Fig. 1: pin map
Scale: 4 px per um. Pins as bars across the die edge, other pins in grey.
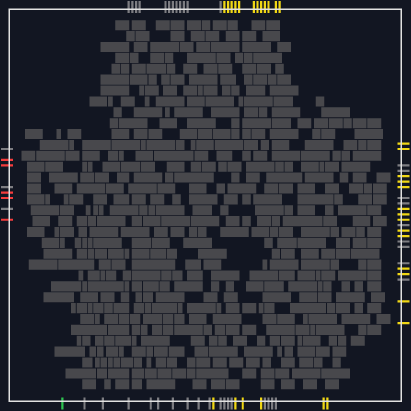
Fig. 2: routed metal, one colour a layer
Scale: 4 px per um. Two of the layers only.
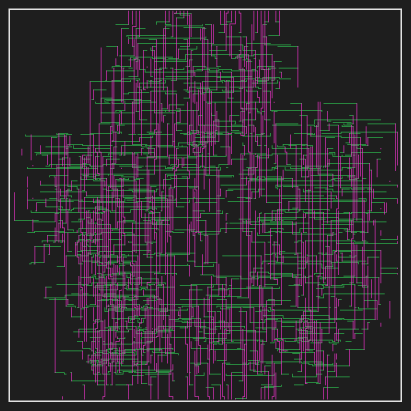
File: src/rtl/hdlverifier_jtag_pkg.sv
// hdlverifier_jtag_pkg
// Shared constants and types for the JTAG command shifter.
//   FRAME_W  : DR frame width for the default 5-bit address / 32-bit data
//              bank (38, or 39 when HDLVERIFIER_JTAG_PARITY_EN is defined)
//   OP_BIT, ADDR_LSB, DATA_LSB, PAR_BIT : field offsets inside a frame
//   state_t  : shifter state machine encoding {IDLE, CAP, SHF}
//   frame_width() : frame width for arbitrary address/data widths
// Optional feature macro: HDLVERIFIER_JTAG_PARITY_EN (even parity bit on
// the top of every frame, in both directions).
`timescale 1ns/1ps

package hdlverifier_jtag_pkg;

  localparam int ADDR_W_DEF = 5;
  localparam int DATA_W_DEF = 32;

`ifdef HDLVERIFIER_JTAG_PARITY_EN
  localparam bit PARITY_EN = 1'b1;
`else
  localparam bit PARITY_EN = 1'b0;
`endif

  localparam int OP_BIT   = 0;
  localparam int ADDR_LSB = 1;
  localparam int DATA_LSB = ADDR_LSB + ADDR_W_DEF;
  localparam int PAR_BIT  = DATA_LSB + DATA_W_DEF;
  localparam int FRAME_W  = PAR_BIT + (PARITY_EN ? 1 : 0);

  // Shift counter: wide enough to tell a 38/39-bit frame from any
  // over-long one, saturating so a runaway shift can never wrap back
  // onto a legal length.
  localparam int CNT_W = 6;

  typedef enum logic [1:0] {
    IDLE = 2'd0,
    CAP  = 2'd1,
    SHF  = 2'd2
  } state_t;

  function automatic int frame_width(input int addr_w, input int data_w);
    return 1 + addr_w + data_w + (PARITY_EN ? 1 : 0);
  endfunction

endpackage

File: src/rtl/hdlverifier_jtag_cmd_shifter.sv
// hdlverifier_jtag_cmd_shifter
// JTAG-side command initiator. Deserializes user-DR frames (LSB first:
// op, addr, data[, parity]) into register-bank write / address-select
// commands and serializes {rdata, addr, error[, parity]} back out on tdo.
// Ports:
//   tck, reset         : JTAG clock, synchronous active-high reset
//   sel                : user DR selected; other controls ignored while low
//   capture/shift/update : TAP Capture-DR / Shift-DR / Update-DR
//   tdi, tdo           : serial in (LSB first) / serial out (= sr[0])
//   addr, wdata, write : command to the register bank (write = 1 cycle)
//   rdata              : registered read data from the bank
//   error              : sticky frame error, cleared by a capture
// Optional feature macro: HDLVERIFIER_JTAG_PARITY_EN.
`timescale 1ns/1ps

module hdlverifier_jtag_cmd_shifter
  import hdlverifier_jtag_pkg::*;
#(
  parameter int ADDR_W = 5,
  parameter int DATA_W = 32
) (
  input  logic              tck,
  input  logic              reset,
  input  logic              sel,
  input  logic              capture,
  input  logic              shift,
  input  logic              update,
  input  logic              tdi,
  output logic              tdo,
  output logic [ADDR_W-1:0] addr,
  output logic [DATA_W-1:0] wdata,
  output logic              write,
  input  logic [DATA_W-1:0] rdata,
  output logic              error
);

  localparam int FW    = frame_width(ADDR_W, DATA_W);
  localparam int D_LSB = ADDR_LSB + ADDR_W;
  localparam int P_BIT = D_LSB + DATA_W;

  localparam logic [CNT_W-1:0] CNT_FULL = CNT_W'(FW);
  localparam logic [CNT_W-1:0] CNT_MAX  = '1;

  state_t            state_reg;
  logic [FW-1:0]     sr_reg;
  logic [CNT_W-1:0]  cnt_reg;
  logic [ADDR_W-1:0] addr_reg;
  logic [DATA_W-1:0] wdata_reg;
  logic              write_reg;
  logic              error_reg;

  logic [FW-1:0]     cap_word;
  logic              frm_op;
  logic [ADDR_W-1:0] frm_addr;
  logic [DATA_W-1:0] frm_data;
  logic              par_ok;

  always_comb begin
    cap_word             = '0;
    cap_word[P_BIT-1:0]  = {rdata, addr_reg, error_reg};
`ifdef HDLVERIFIER_JTAG_PARITY_EN
    cap_word[P_BIT]      = ^{rdata, addr_reg, error_reg};
`endif
  end

  assign frm_op   = sr_reg[OP_BIT];
  assign frm_addr = sr_reg[D_LSB-1:ADDR_LSB];
  assign frm_data = sr_reg[P_BIT-1:D_LSB];

`ifdef HDLVERIFIER_JTAG_PARITY_EN
  // Even parity: the XOR across the whole frame, parity bit included, is 0.
  assign par_ok = ~(^sr_reg);
`else
  assign par_ok = 1'b1;
`endif

  // Capture only happens in IDLE and update only in CAP/SHF, and update
  // masks capture, so the read-and-clear of error and a newly detected
  // frame error can never land on the same edge.
  always_ff @(posedge tck) begin
    if (reset) begin
      state_reg <= IDLE;
      sr_reg    <= '0;
      cnt_reg   <= '0;
      addr_reg  <= '0;
      wdata_reg <= '0;
      write_reg <= 1'b0;
      error_reg <= 1'b0;
    end else begin
      write_reg <= 1'b0;
      if (!sel) begin
        state_reg <= IDLE;
      end else begin
        case (state_reg)
          IDLE: begin
            if (capture && !update) begin
              sr_reg    <= cap_word;
              cnt_reg   <= '0;
              error_reg <= 1'b0;
              state_reg <= CAP;
            end
          end
          CAP, SHF: begin
            if (update) begin
              // cnt == 0 is a capture-only scan: nothing to decode.
              if (cnt_reg != '0) begin
                if (cnt_reg == CNT_FULL && par_ok) begin
                  addr_reg <= frm_addr;
                  if (frm_op) begin
                    wdata_reg <= frm_data;
                    write_reg <= 1'b1;
                  end
                end else begin
                  error_reg <= 1'b1;
                end
              end
              state_reg <= IDLE;
            end else if (shift) begin
              sr_reg <= {tdi, sr_reg[FW-1:1]};
              if (cnt_reg != CNT_MAX) begin
                cnt_reg <= cnt_reg + 1'b1;
              end
              state_reg <= SHF;
            end
          end
          default: state_reg <= IDLE;
        endcase
      end
    end
  end

  assign tdo   = sr_reg[0];
  assign addr  = addr_reg;
  assign wdata = wdata_reg;
  assign write = write_reg;
  assign error = error_reg;

endmodule
File: config.mk
export PLATFORM = sky130hd
export DESIGN_NAME = hdlverifier_jtag_cmd_shifter
export DESIGN_NICKNAME = d
export VERILOG_FILES = /design/src/rtl/hdlverifier_jtag_pkg.sv /design/src/rtl/hdlverifier_jtag_cmd_shifter.sv
export SDC_FILE = /design/constraint.sdc
export NUM_CORES = 1
export LEC_CHECK = 0
export CAP_MARGIN = 5
export CORE_MARGIN = 2
export CORE_UTILIZATION = 47
export DETAILED_ROUTE_END_ITERATION = 8
export HOLD_SLACK_MARGIN = 0.02
export PLACE_DENSITY = 0.84
export SLEW_MARGIN = 25
export SYNTH_ARGS = -nofsm -noshare
export SYNTH_HDL_FRONTEND = slang
export SYNTH_SLANG_ARGS = --single-unit
File: constraint.sdc
create_clock -name tck -period 1.71 [get_ports tck]
set_input_delay 0.342 -clock tck [delete_from_list [all_inputs] [get_ports tck]]
set_output_delay 0.342 -clock tck [all_outputs]
set_load 0.02 [all_outputs]
==> Slide: Implementation Results <==
Synthesis and Place & Route Summary

Run status
  – Outcome: finished clean

Clock tree
  – TritonCTS clock tree: done
  – Root buf cell: clkbuf_8
  – CTS clock-pin slew for the worst setup and hold paths: 0.08 ns

Synthesis
  – Dominant Register Cell: dfxtp_1
  – Yosys chip area: 4120 um2
  – Cell taking the most area after synthesis: dfxtp_1
  – Biggest area cells: dfxtp_1 (41%), mux2i_1 (18%), nand2b_1 (10%)
  – Number of synthesized register bits: 85
  – Ys async rst share: 0

STA
  – Final hold vios: 0
  – Fin. max-slew vios: 0
  – # setup viols final: 0
  – Cycle use final: 0.998

Layout
  – Syn-to-layout area delta: 36.7%
  – Max FFs per register: 38
  – Fin nets: 540
  – Top cell excl fill/tap: dfxtp_1
  – Combinational gate area: 2330 um2
  – Final instance area: 5630 um2

Placement
  – GPL Wtd Cong: 0.831
  – Area after DPL: 5050 um2

Flow run
  – Tool Warnings: 30

Pwr
  – Sw Ratio: 0.246
  – P_leak: 2.25 nW
  – Internal power: 0.00303 W

Route
  – Routed Antenna Nets: 0
  – DR vias/cell: 5.45

Min path
  – Worst hold path type: input pin to flop

Floorplan
  – Die Ht: 97.7 um
  – Fp_density: 0.480

Critical path
  – Critical path required time: 1.96 ns
  – CP max FO: 8
  – Crit path largest cell delay: 0.34 ns
  – Critical path type: flop to flop

Global routing
  – Pin count of the biggest net entering global routing: 46
About Fig. 1:
Key: yellow = wdata [pins 32, direction output, edge 14 right, 12 top, 6 bottom]; red = addr [pins 5, direction output, edge left]; green = tck [pins 1, direction input, edge bottom]

About Fig. 2:
Key: magenta = metal 2 [wire length 5370 um]; green = metal 1 [wire length 4250 um]
routed vias: 3311
DR WL/cell: 16.8 um
total track usage: 0.201

-- metrics by stage --
stage / setup WS, ns / util
6_report: 0.00386 / 0.656
3_3_place_gp: -0.128 / 0.587
4_1_cts: -0.0333 / 0.631
2_1_floorplan: 0.0252 / -
5_1_grt: -0.0470 / 0.656
3_5_place_dp: -0.191 / 0.587
-- repair_timing --
action / CTS / global route
pin swaps: 5 / 8
setup endpoints to repair: 55 / 77
gates resized: 22 / 37
buffers inserted: 6 / 2
cloned: 4 / 4
hold buffers: 0 / 0
-- kinds of logic after synthesis --
kind of cell,after synthesis,synth area share
AND-OR/OR-AND,59,0.139
buffers and inverters,39,0.0616
flip-flops,85,0.413
adder cells (fa/ha/maj),4,0.0121
AND/OR/NAND/NOR,139,0.187
multiplexers,77,0.187
-- power groups by stage --
stage | logic [W] | clock network, W | registers [W]
after floorplan | 0.000313 | 0 | 0.00211
after global placement | 0.000467 | 0 | 0.00212
after detailed placement | 0.000481 | 0 | 0.00212
after CTS | 0.000531 | 0.00141 | 0.00207
after global routing | 0.000597 | 0.00149 | 0.00209
final | 0.000560 | 0.00138 | 0.00208
-- cell type report --
type	instances	area share
Multi-Input combinational cell	280	0.413
Sequential cell	85	0.303
Timing Repair Buffer	114	0.223
Clock buffer	12	0.0258
Tap cell	108	0.0240
Clock inverter	2	0.00622
Inverter	7	0.00466
-- layer usage --
layer,track usage,share of wire
met5,0,0
met4,0.0972,0.025
met3,0.0331,0.032
met2,0.347,0.53
met1,0.241,0.42
-- worst paths after layout --
path / endpoint / depth (start not counted)
setup / recovery: wdata[16] / 7
hold / removal: sr_reg[21] / 2
setup reg to reg: wdata[16] / 7
hold reg to reg: wdata[29] / 2
Power and IR drop assume default switching activity.
